--- src/rtl/aes_pkg.sv ---
// Shared AES datapath constants and the byte loader's state encoding.
// lane_sel maps a byte index to its 8-bit lane within the 128-bit block.
package aes_pkg;

    localparam int AES_BLOCK_W    = 128;
    localparam int AES_BYTES      = 16;
    localparam int AES_BYTE_IDX_W = 4;

    typedef enum logic {
        COLLECT = 1'b0,
        HOLD    = 1'b1
    } loader_state_t;

    // With MSB_FIRST, byte 0 goes to lane 15 (blk_data[127:120]); 15-idx is ~idx for 4 bits.
    function automatic logic [AES_BYTE_IDX_W-1:0] lane_sel(
        input logic [AES_BYTE_IDX_W-1:0] idx,
        input logic                      msb_first
    );
        return msb_first ? ~idx : idx;
    endfunction

endpackage

--- src/rtl/aes_block_loader.sv ---
// Packs 16 serial bytes into one AES-128 state block and hands it downstream.
// valid/ready: a byte moves on in_valid&&in_ready, a block on blk_valid&&blk_ready, at the rising edge.
module aes_block_loader
    import aes_pkg::*;
#(
    parameter bit MSB_FIRST = 1'b1,
    parameter int CNT_W     = 16
) (
    input  logic                   clk,
    input  logic                   reset,
    input  logic                   in_valid,
    input  logic [7:0]             in_byte,
    input  logic                   in_last,
    output logic                   in_ready,
    input  logic                   flush,
    output logic                   blk_valid,
    output logic [AES_BLOCK_W-1:0] blk_data,
    input  logic                   blk_ready,
    output logic                   len_err,
    output logic [CNT_W-1:0]       blk_count
);

    loader_state_t             state;
    loader_state_t             state_next;
    logic [AES_BYTE_IDX_W-1:0] cnt;
    logic [AES_BYTE_IDX_W-1:0] lane;
    logic                      byte_xfer;
    logic                      blk_xfer;
    logic                      last_byte;
    logic                      early_last;

    assign byte_xfer  = in_valid && in_ready;
    assign blk_xfer   = blk_valid && blk_ready;
    assign last_byte  = (cnt == AES_BYTE_IDX_W'(AES_BYTES - 1));
    assign early_last = in_last && !last_byte;
    assign lane       = lane_sel(cnt, MSB_FIRST);

    always_ff @(posedge clk or posedge reset) begin
        if (reset) begin
            state <= COLLECT;
        end else begin
            state <= state_next;
        end
    end

    always_comb begin
        state_next = state;
        if (flush) begin
            state_next = COLLECT;
        end else begin
            case (state)
                COLLECT: if (byte_xfer && last_byte) state_next = HOLD;
                HOLD:    if (blk_xfer) state_next = COLLECT;
                default: state_next = COLLECT;
            endcase
        end
    end

    always_comb begin
        in_ready  = !reset && (state == COLLECT);
        blk_valid = (state == HOLD);
    end

    // The byte carrying an early in_last is dropped, not written into the block.
    always_ff @(posedge clk or posedge reset) begin
        if (reset) begin
            cnt       <= '0;
            blk_data  <= '0;
            len_err   <= 1'b0;
            blk_count <= '0;
        end else begin
            len_err <= 1'b0;
            if (blk_xfer) begin
                blk_count <= blk_count + CNT_W'(1);
            end
            if (flush) begin
                cnt <= '0;
            end else if (byte_xfer) begin
                len_err <= (in_last != last_byte);
                if (early_last) begin
                    cnt <= '0;
                end else begin
                    blk_data[{lane, 3'b000} +: 8] <= in_byte;
                    cnt                           <= cnt + AES_BYTE_IDX_W'(1);
                end
            end
        end
    end

endmodule

--- config.mk ---
export PLATFORM = sky130hd
export DESIGN_NAME = aes_block_loader
export DESIGN_NICKNAME = d
export VERILOG_FILES = /design/src/rtl/aes_pkg.sv /design/src/rtl/aes_block_loader.sv
export SDC_FILE = /design/constraint.sdc
export NUM_CORES = 1
export LEC_CHECK = 0
export ABC_AREA = 1
export ABC_CLOCK_PERIOD_IN_PS = 4420
export CAP_MARGIN = 30
export CORE_MARGIN = 2
export CORE_UTILIZATION = 40
export DETAILED_ROUTE_END_ITERATION = 6
export GPL_TIMING_DRIVEN = 0
export PLACE_DENSITY = 0.81
export SYNTH_ARGS = -nofsm -noshare
export SYNTH_HDL_FRONTEND = slang
export SYNTH_SLANG_ARGS = --single-unit
--- constraint.sdc ---
create_clock -name clk -period 4.42 [get_ports clk]
set_input_delay 0.442 -clock clk [delete_from_list [all_inputs] [get_ports clk]]
set_output_delay 0.442 -clock clk [all_outputs]
set_load 0.01 [all_outputs]
==> qor.yml <==
clock.fmax_mhz: 336
ff_type: "dfrtp_1"
status: "finished, final reports clean"
drt-total-wl_mm: 18.1
cellPowerDensity_nw_per_um2: 349
grt_pass1_wl_mm: 28.7
numCtsBuffers: 17
clk_path_buf_depth: 2
tightest_slew_ns: 0.796
nNetsFinal: 931
drt-initial-drc-count: 323
final.setup.worst_slack_ns: 1.44
postSynth.asyncResetShare_pct: 100
ir_drop_mv: 0.263
vias: 5639
top_area_cell: "dfrtp_1"
place_ws_ns: 1.49
ys_chip_area_um2: 6420
warnings: 28
crit_path_end: "blk_data[97]$_DFFE_PP0P_"
p_leak_nw: 4.48
critical_path.startpoint: "cnt[0]$_DFFE_PP0P_"
holdWs_ns: 0.478
seqPwrFrac_pct: 45.4
io_buffers: 152
ios: 161
syn_to_final_growth_pct: 38.6
ant_nets: 0
critical_path_arrival_ns: 3.28
period_needed_ns: 2.98
antenna_found_initial: 0
cap_violations: 0
clock_sinks: 150
finalSetupViolCount: 0
reg2reg_to: "blk_data[97]$_DFFE_PP0P_"
drive_above_1_share_pct: 8.55
reg2reg_depth: 11
## logic make-up after synthesis
family / synth area share [%]
adders and majority gates: 0.975
and+or+nand+nor: 31.6
buffers and inverters: 5.23
AOI/OAI and AO/OA: 2.50
DFF: 58.5
xor gates and xnor gates: 1.23
## worst min path at each step
stage | startpoint | to | slack, ns | cells after the start
floorplan | blk_data[0]$_DFFE_PP0P_ | blk_data[0]$_DFFE_PP0P_ | 0.51 | 2
global placement | blk_data[2]$_DFFE_PP0P_ | blk_data[2]$_DFFE_PP0P_ | 0.46 | 2
detailed placement | blk_data[2]$_DFFE_PP0P_ | blk_data[2]$_DFFE_PP0P_ | 0.46 | 2
CTS | blk_data[2]$_DFFE_PP0P_ | blk_data[2]$_DFFE_PP0P_ | 0.48 | 2
global route | blk_data[20]$_DFFE_PP0P_ | blk_data[20]$_DFFE_PP0P_ | 0.50 | 2
finish | blk_data[93]$_DFFE_PP0P_ | blk_data[93]$_DFFE_PP0P_ | 0.48 | 2
## power by group through the flow
stage	clock [mW]	sequential, mW	combinational, mW
2_1_floorplan	0	1.44	0.0779
3_3_place_gp	0	1.43	0.172
3_5_place_dp	0	1.43	0.182
4_1_cts	1.54	1.41	0.182
5_1_grt	1.60	1.41	0.200
6_report	1.51	1.41	0.179
## cell usage in the layout (no fill, tap or decap), drive strengths merged
cell type,synthesis,final
inv,53,54
nand4,6,6
dfrtp,150,150
a31oi,2,2
nor2,33,33
ha,5,5
xnor2,5,5
nand2,305,305
buf,17,20
o22ai,2,2
a21oi,1,1
bufinv,0,3
clkinv,0,4
clkinvlp,0,2
nor3,10,10
xor2,4,4
o21ai,26,26
nand3,111,111
clkdlybuf4s50,0,152
clkbuf,8,29
## state kept, by name, summed over array words and instances (netlist names)
signal     flops
blk_valid      1
blk_count     16
len_err        1
cnt            4
blk_data     128
## routing by layer
layer / share of wire [%] / GRT usage, %
met5: 0 / 0
met2: 48 / 36.5
met1: 42 / 27.8
met3: 7.8 / 7.33
met4: 1.3 / 5.88
## per-stage QoR
stage / total power, mW / cells / instance area, um2
global placement: 1.61 / 1106 / 8210
detailed placement: 1.62 / 1109 / 8270
floorplan: 1.52 / 738 / 6420
CTS: 3.13 / 1140 / 8900
finish: 3.10 / 1140 / 8900
global route: 3.21 / 1140 / 8900
## final cells by class
cell class	count	area [um2]
Clock buffer	21	480
Fill cell	1424	6870
Sequential cell	150	3750
Tap cell	216	270
Multi-Input combinational cell	510	2330
Timing Repair Buffer	155	1580
Inverter	53	203
Buffer	25	136
Clock inverter	10	143
## worst max-delay path: stages, from the launching register on
cell	delay, ns
dfrtp_1	0.38
buf_2	0.18
inv_1	0.16
buf_1	0.37
ha_1	0.30
buf_2	0.17
inv_1	0.16
nand3_1	0.15
nor2_2	0.39
nand3_1	0.37
nand2_1	0.15
nand2_1	0.08
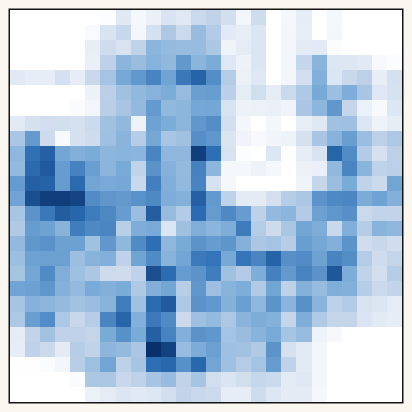
Figure 1: signal metal coverage by tile.
(3 px per um) 26 x 26 tiles, from white (low) to dark blue (high), scaled to the fullest tile. Values are wire area over tile area, all layers added.
mean over tiles: 0.17
tiles over half the peak: 25%
emptiest ninth of the die: north-west
fullest tile: 0.52
densest ninth of the die: west

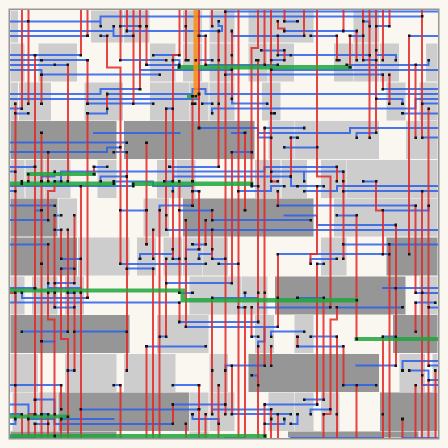
Figure 2: close-up of the layout.
Region (50, 24) to (80, 54) um. Cells in gray, sequential cells in the stronger gray; small squares are vias.
legend:
  met4:
    color: orange
  met2:
    color: red
  met1:
    color: blue
  met3:
    color: green
most frequent: nand2_1 (18), nand3_1 (17), dfrtp_1 (8)
netlist names of flops here include: blk_data (8)
cells with their middle in the window: 72
sequential cells in the window: 8

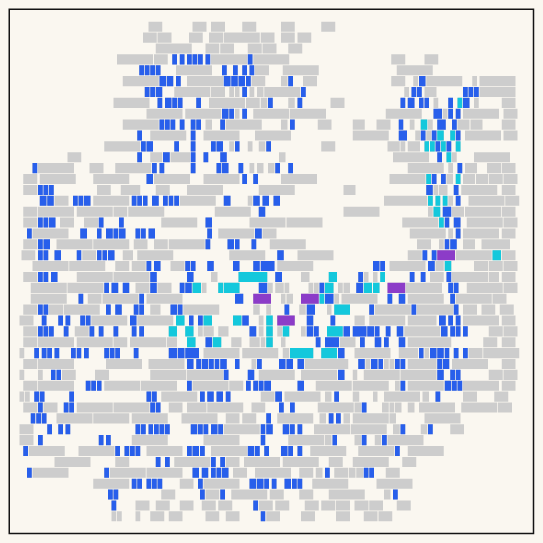
Figure 3: logic cells by family.
(4 px per um)
legend:
  NOR gates:
    color: cyan
    cells: 43
  adder and majority cells:
    color: purple
    cells: 5
    where: center
  NAND gates:
    color: blue
    cells: 422
    where: widely spread

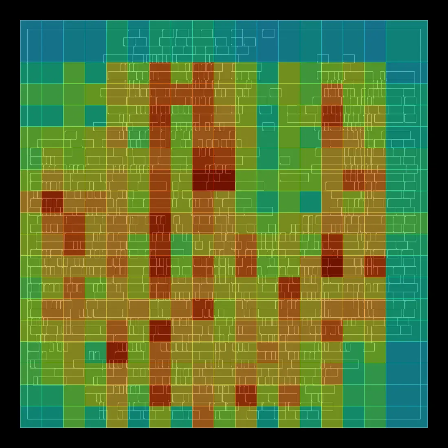
Figure 4: routing congestion.
average wire per standard cell: 15.9 um
grt met2 use: 36.5%

Power is estimated from default activity; no workload was simulated.
